===== src/rtl/pipeline_stall_controller.sv =====
// Central freeze/flush sequencer for the 5-stage pipeline.
// Merges the load-use hazard, taken branches, SRAM wait states and multi-cycle
// EXE ops into per-stage hold/clear controls, and keeps saturating stall/flush
// counters plus a sticky memory-timeout flag.
module pipeline_stall_controller #(
   parameter int EXE_CYCLES  = 3,
   parameter int MEM_TIMEOUT = 64,
   parameter int CNT_W       = 16
) (
   input  logic             clk,
   input  logic             rst,
   input  logic             hazard_detected,
   input  logic             branch_taken,
   input  logic             mem_access,
   input  logic             sram_ready,
   input  logic             exe_multi,
   output logic             freeze_pc,
   output logic             freeze_if_id,
   output logic             flush_if_id,
   output logic             freeze_id_exe,
   output logic             flush_id_exe,
   output logic             bubble_exe_mem,
   output logic             freeze_exe_mem,
   output logic             freeze_mem_wb,
   output logic             freeze_exe,
   output logic             mem_timeout,
   output logic [CNT_W-1:0] stall_cycles,
   output logic [CNT_W-1:0] flush_count
);

   // exe_cnt holds EXE_CYCLES-2 at most; wait_cnt must be able to reach MEM_TIMEOUT
   localparam int EXE_W  = (EXE_CYCLES > 2) ? $clog2(EXE_CYCLES) : 1;
   localparam int WAIT_W = $clog2(MEM_TIMEOUT + 1);

   typedef enum logic [1:0] {
      ST_RUN,
      ST_MEM_WAIT,
      ST_EXE_BUSY
   } state_t;

   state_t            state;
   logic [EXE_W-1:0]  exe_cnt;
   logic [WAIT_W-1:0] wait_cnt;

   logic mem_stall;
   logic exe_stall;
   logic back_stall;
   logic br;
   logic hz;

   function automatic logic [CNT_W-1:0] sat_inc_cnt(input logic [CNT_W-1:0] v);
      return (&v) ? v : v + CNT_W'(1);
   endfunction

   function automatic logic [WAIT_W-1:0] sat_inc_wait(input logic [WAIT_W-1:0] v);
      return (&v) ? v : v + WAIT_W'(1);
   endfunction

   // Stall sources and the per-stage controls derived from them, same cycle as inputs
   always_comb begin
      mem_stall = mem_access & ~sram_ready;
      exe_stall = 1'b0;
      case (state)
         // a coincident memory stall defers the multi-cycle op until RUN resumes
         ST_RUN:      exe_stall = exe_multi & ~mem_stall;
         ST_EXE_BUSY: exe_stall = (exe_cnt != '0);
         default:     exe_stall = 1'b0;
      endcase
      back_stall = mem_stall | exe_stall;
      // a taken branch squashes the hazarding ID instruction, so the hazard is dropped
      br = branch_taken & ~back_stall;
      hz = hazard_detected & ~br & ~back_stall;

      // everything is forced low while reset is asserted, whatever the inputs do
      freeze_pc      = ~rst & (back_stall | hz);
      freeze_if_id   = ~rst & (back_stall | hz);
      flush_if_id    = ~rst & br;
      flush_id_exe   = ~rst & (br | hz);
      freeze_id_exe  = ~rst & back_stall;
      bubble_exe_mem = ~rst & exe_stall & ~mem_stall;
      freeze_exe_mem = ~rst & mem_stall;
      freeze_mem_wb  = ~rst & mem_stall;
      freeze_exe     = ~rst & exe_stall;
   end

   // Sequencer state, wait/occupancy counters and sticky timeout flag
   always_ff @(posedge clk or posedge rst) begin
      if (rst) begin
         state       <= ST_RUN;
         exe_cnt     <= '0;
         wait_cnt    <= '0;
         mem_timeout <= 1'b0;
      end else begin
         case (state)
            ST_RUN: begin
               if (mem_stall) begin
                  state    <= ST_MEM_WAIT;
                  wait_cnt <= WAIT_W'(1);
                  if (MEM_TIMEOUT <= 1) mem_timeout <= 1'b1;
               end else if (exe_multi) begin
                  state   <= ST_EXE_BUSY;
                  exe_cnt <= EXE_W'(EXE_CYCLES - 2);
               end
            end
            ST_MEM_WAIT: begin
               if (sram_ready) begin
                  state    <= ST_RUN;
                  wait_cnt <= '0;
               end else begin
                  wait_cnt <= sat_inc_wait(wait_cnt);
                  // flag is raised as the count reaches the limit; waiting continues
                  if (int'(sat_inc_wait(wait_cnt)) >= MEM_TIMEOUT) mem_timeout <= 1'b1;
               end
            end
            ST_EXE_BUSY: begin
               // a memory stall freezes the op in place with its count held
               if (!mem_stall) begin
                  if (exe_cnt != '0) exe_cnt <= exe_cnt - EXE_W'(1);
                  else               state   <= ST_RUN;
               end
            end
            default: state <= ST_RUN;
         endcase
      end
   end

   // Saturating performance counters for PC stalls and IF/ID flushes
   always_ff @(posedge clk or posedge rst) begin
      if (rst) begin
         stall_cycles <= '0;
         flush_count  <= '0;
      end else begin
         if (freeze_pc)   stall_cycles <= sat_inc_cnt(stall_cycles);
         if (flush_if_id) flush_count  <= sat_inc_cnt(flush_count);
      end
   end

endmodule


===== config.mk =====
export PLATFORM = sky130hd
export DESIGN_NAME = pipeline_stall_controller
export DESIGN_NICKNAME = d
export VERILOG_FILES = /design/src/rtl/pipeline_stall_controller.sv
export SDC_FILE = /design/constraint.sdc
export NUM_CORES = 1
export LEC_CHECK = 0
export ABC_AREA = 1
export CAP_MARGIN = 20
export CORE_MARGIN = 1
export CORE_UTILIZATION = 30
export CTS_CLUSTER_SIZE = 14
export DETAILED_ROUTE_END_ITERATION = 16
export SLEW_MARGIN = 20
export SYNTH_ARGS = -nofsm -noshare
export SYNTH_HDL_FRONTEND = slang
export SYNTH_SLANG_ARGS = --single-unit

===== constraint.sdc =====
create_clock -name clk -period 4.7 [get_ports clk]
set_input_delay 0.47 -clock clk [delete_from_list [all_inputs] [get_ports clk]]
set_output_delay 0.47 -clock clk [all_outputs]
set_load 0.02 [all_outputs]

==> reports/summary.txt <==
outcome - finished, final reports clean
Hold Path End - mem_timeout
DRT Pass-1 Iters - 4
Clock Latency Late Sink - 0.30 ns
cts-stage hold buffer count - 0
initial antenna violation count - 0
Logic family by area - simple AND/OR/NAND/NOR gates
CTS clock-pin slew for the worst setup and hold paths - 0.08 ns
Worst Path Arrival - 2.43 ns
r2r endpoint - flush_count[0]
top cells by area, synth - dfrtp_1, nand2_1, nand3_1, nor2_1, inv_1
number of global-route vias before repair - 2444
Init Core Util - 31.1%
GP Congestion - 0.860
post-place setup slack - 1.78 ns
Final setup viols - 0
crit path DRT - 4.23 ns
CTS H-tree depth - 2
max-cap violation count - 0
I/O pin cnt - 49
Crit Path Class - in2out
Inserted Clock Buffers - 5
largest net degree at the start of global routing - 34
Hold WS - 0.479 ns
Die Height - 97.0 µm
Tcrit/Tclk final - 61.8%
WL final - 6330 µm
Final Power - 0.00131 W
FMAX - 0.345 GHz
#FFs+latches synth - 44
share of cells above drive strength 1 - 4.12%
row count - 34
reg2reg setup slack - 2.49 ns
global route overflow - 0
Vias per Instance - 4.62
CP Depth - 8
Die W - 97.0 µm
Yosys cell types - 22
Core Util, Final - 38.6%
post-CTS sizing - 0
detailed router's first-iteration violation count - 89
unrepaired setup endpoints after global routing - no
maximum vdd drop - 0.000219 V
Rel. slew slack - 61.3%
pwr/cell area - 388 nW/µm²
Post-CTS Setup Inserts - 0
Final Hold Viols - 0
Yosys chip area - 2710 µm²
simple share - 39.8%
Hold WC Path Type - reg2reg
Slew @ Worst Pin - 0.578 ns
Synth Cell Area - 2710 µm²
register area share after synthesis - 40.6%
Nets at Floorplan - 399
capture point of the critical path - freeze_if_id
remaining antenna violation count - 0
core area - 8720 µm²
worst setup margin - 1.80 ns
Log Warnings - 26
Compound-Gate Fraction of Synth Area - 3.88%
CP peak stage delay - 0.65 ns
HPWL Detailed - 4720 µm
Syn-to-layout area delta - 24.3%
buffers added on ports - 48
Hold Startpoint - mem_timeout
Leak - 1.60 nW
slowest CP cell - clkdlybuf4s50_1
Sink Count - 44
clk buf depth - 2
Post-Place Cell Area - 3290 µm²
## metal layers
metal / global-route usage [%] / vias up / part of all wire [%]
met5: 0 / - / 0
met1: 18.3 / 1145 / 48
li1: - / 1316 / -
met3: 2.82 / 7 / 4.3
met4: 4.59 / 0 / 1.2
met2: 24.9 / 50 / 47
## power breakdown
part | total, W | internal, W | switching [W]
logic | 0.000525 | 0.000215 | 0.000310
registers | 0.000548 | 0.000454 | 0.0000944
clock network | 0.000234 | 0.000101 | 0.000133
## layout by cell type, fill, tap and decap left out, types with 4 or more instances in the layout
| cell | synthesis | final |
|---|---|---|
| inv_1 | 38 | 37 |
| xor2_1 | 13 | 13 |
| ha_1 | 4 | 4 |
| nand4_1 | 9 | 9 |
| nor2_1 | 44 | 44 |
| nand3_1 | 41 | 41 |
| xnor2_1 | 7 | 7 |
| clkdlybuf4s50_1 | 0 | 48 |
| dfrtp_1 | 44 | 44 |
| clkbuf_8 | 0 | 5 |
| nand2_1 | 147 | 147 |
| o21ai_0 | 19 | 19 |
## area by class of cell
type                            count  area [µm²]
Clock buffer                        5        68.8
Timing Repair Buffer               50         495
Clock inverter                      2        12.5
Multi-Input combinational cell    297        1410
Fill cell                         903        5350
Inverter                           39         148
Sequential cell                    44        1100
Tap cell                          108         135
## Yosys cell counts
cell,number
nor2_1,44
nor2_4,1
clkinv_2,1
nand4_4,1
buf_6,1
xnor2_1,7
nand2_1,147
nor2_2,1
nand3b_1,2
inv_1,38
nand2_4,2
nand3_1,41
o21ai_0,19
ha_1,4
xor2_1,13
a21oi_1,2
buf_4,3
buf_2,4
nand4_1,9
nand2_2,2
nor3_1,2
dfrtp_1,44
## state kept, by name (all words and copies together), names as in the netlist
register	cells
flush_count	16
stall_cycles	16
wait_cnt	7
exe_cnt	2
state	2
mem_timeout	1
==> images/zoom.png <==
Scale bar: 10 µm. Window x 36 to 61, y 17 to 42 µm. Cells in gray, sequential cells in the stronger gray; small squares are vias.
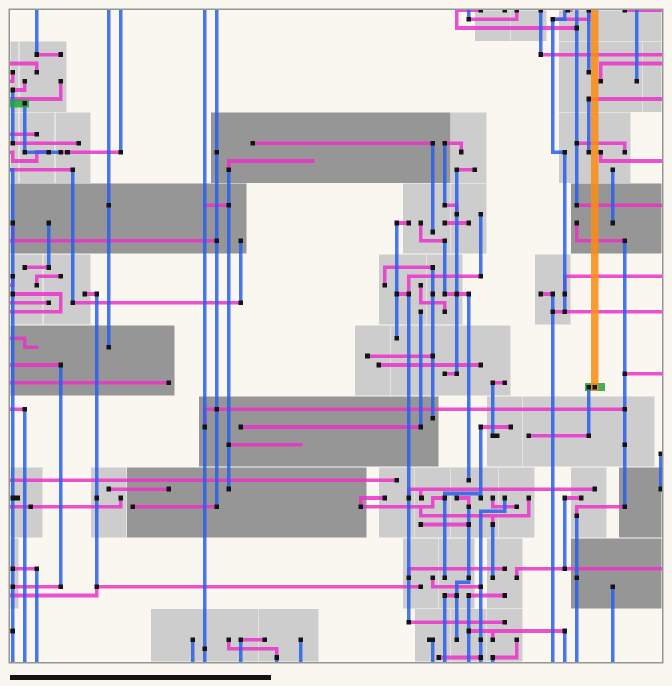
legend:
  met2:
    color: blue
  met1:
    color: magenta
  met3:
    color: green
  met4:
    color: orange
most frequent: nand2_1 (11), inv_1 (7), dfrtp_1 (5)
netlist names of flops here include: `exe_cnt` (2), `wait_cnt` (2)
sequential cells in the window: 5
cells with their middle in the window: 38

==> images/clock_map.png <==
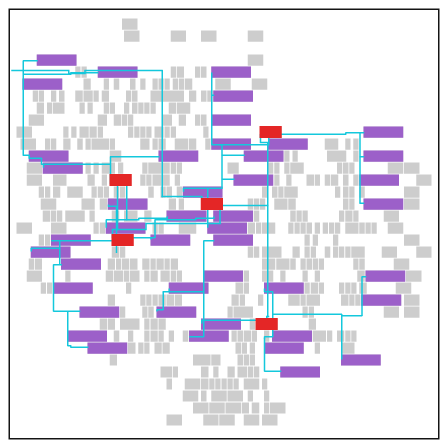
legend:
  flip-flops:
    color: purple
    count: 44
  cells driving clock nets:
    color: red
    count: 5
  clock wires:
    color: cyan
    length: 620 µm
routed clock nets: 6
Clock Power Share: 17.9%
post-route clock skew: 0.00838 ns

==> images/gate_families.png <==
Scale bar: 20 µm.
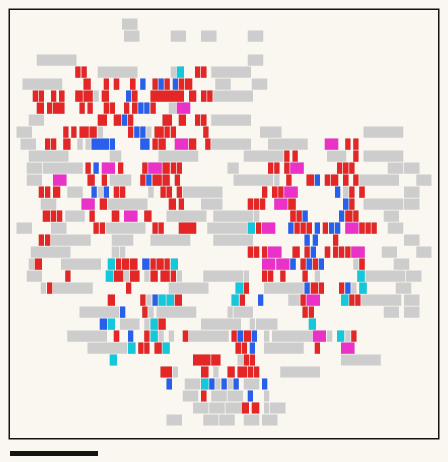
legend:
  inverting AOI/OAI gates:
    color: cyan
    cells: 21
    most_used: o21ai_0
  XOR/XNOR gates:
    color: magenta
    cells: 20
    most_used: xor2_1
  NOR gates:
    color: blue
    cells: 48
    most_used: nor2_1
  NAND gates:
    color: red
    cells: 204
    most_used: nand2_1
Post-Layout Cell Count: 545
commonest non-fill, non-tap cell in the layout: nand2_1
logic share of the area: 41.8%

==> images/wire_density.png <==
The die is cut into 19 by 19 equal tiles; black is low, pale yellow is high, scaled to the fullest tile. Values are wire area over tile area, all layers added.
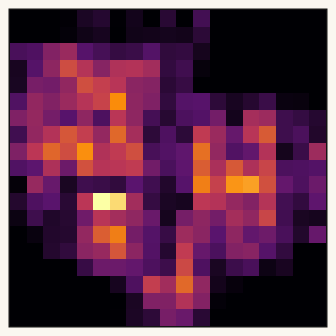
nearly empty tiles: 28%
mean over tiles: 0.11
tiles over half the peak: 10%
emptiest ninth of the die: top right
fullest tile: 0.49
vias: 2518
all-layer global routing usage: 14.5%

Power figures rest on the tool's default switching activity, not on a simulated workload.
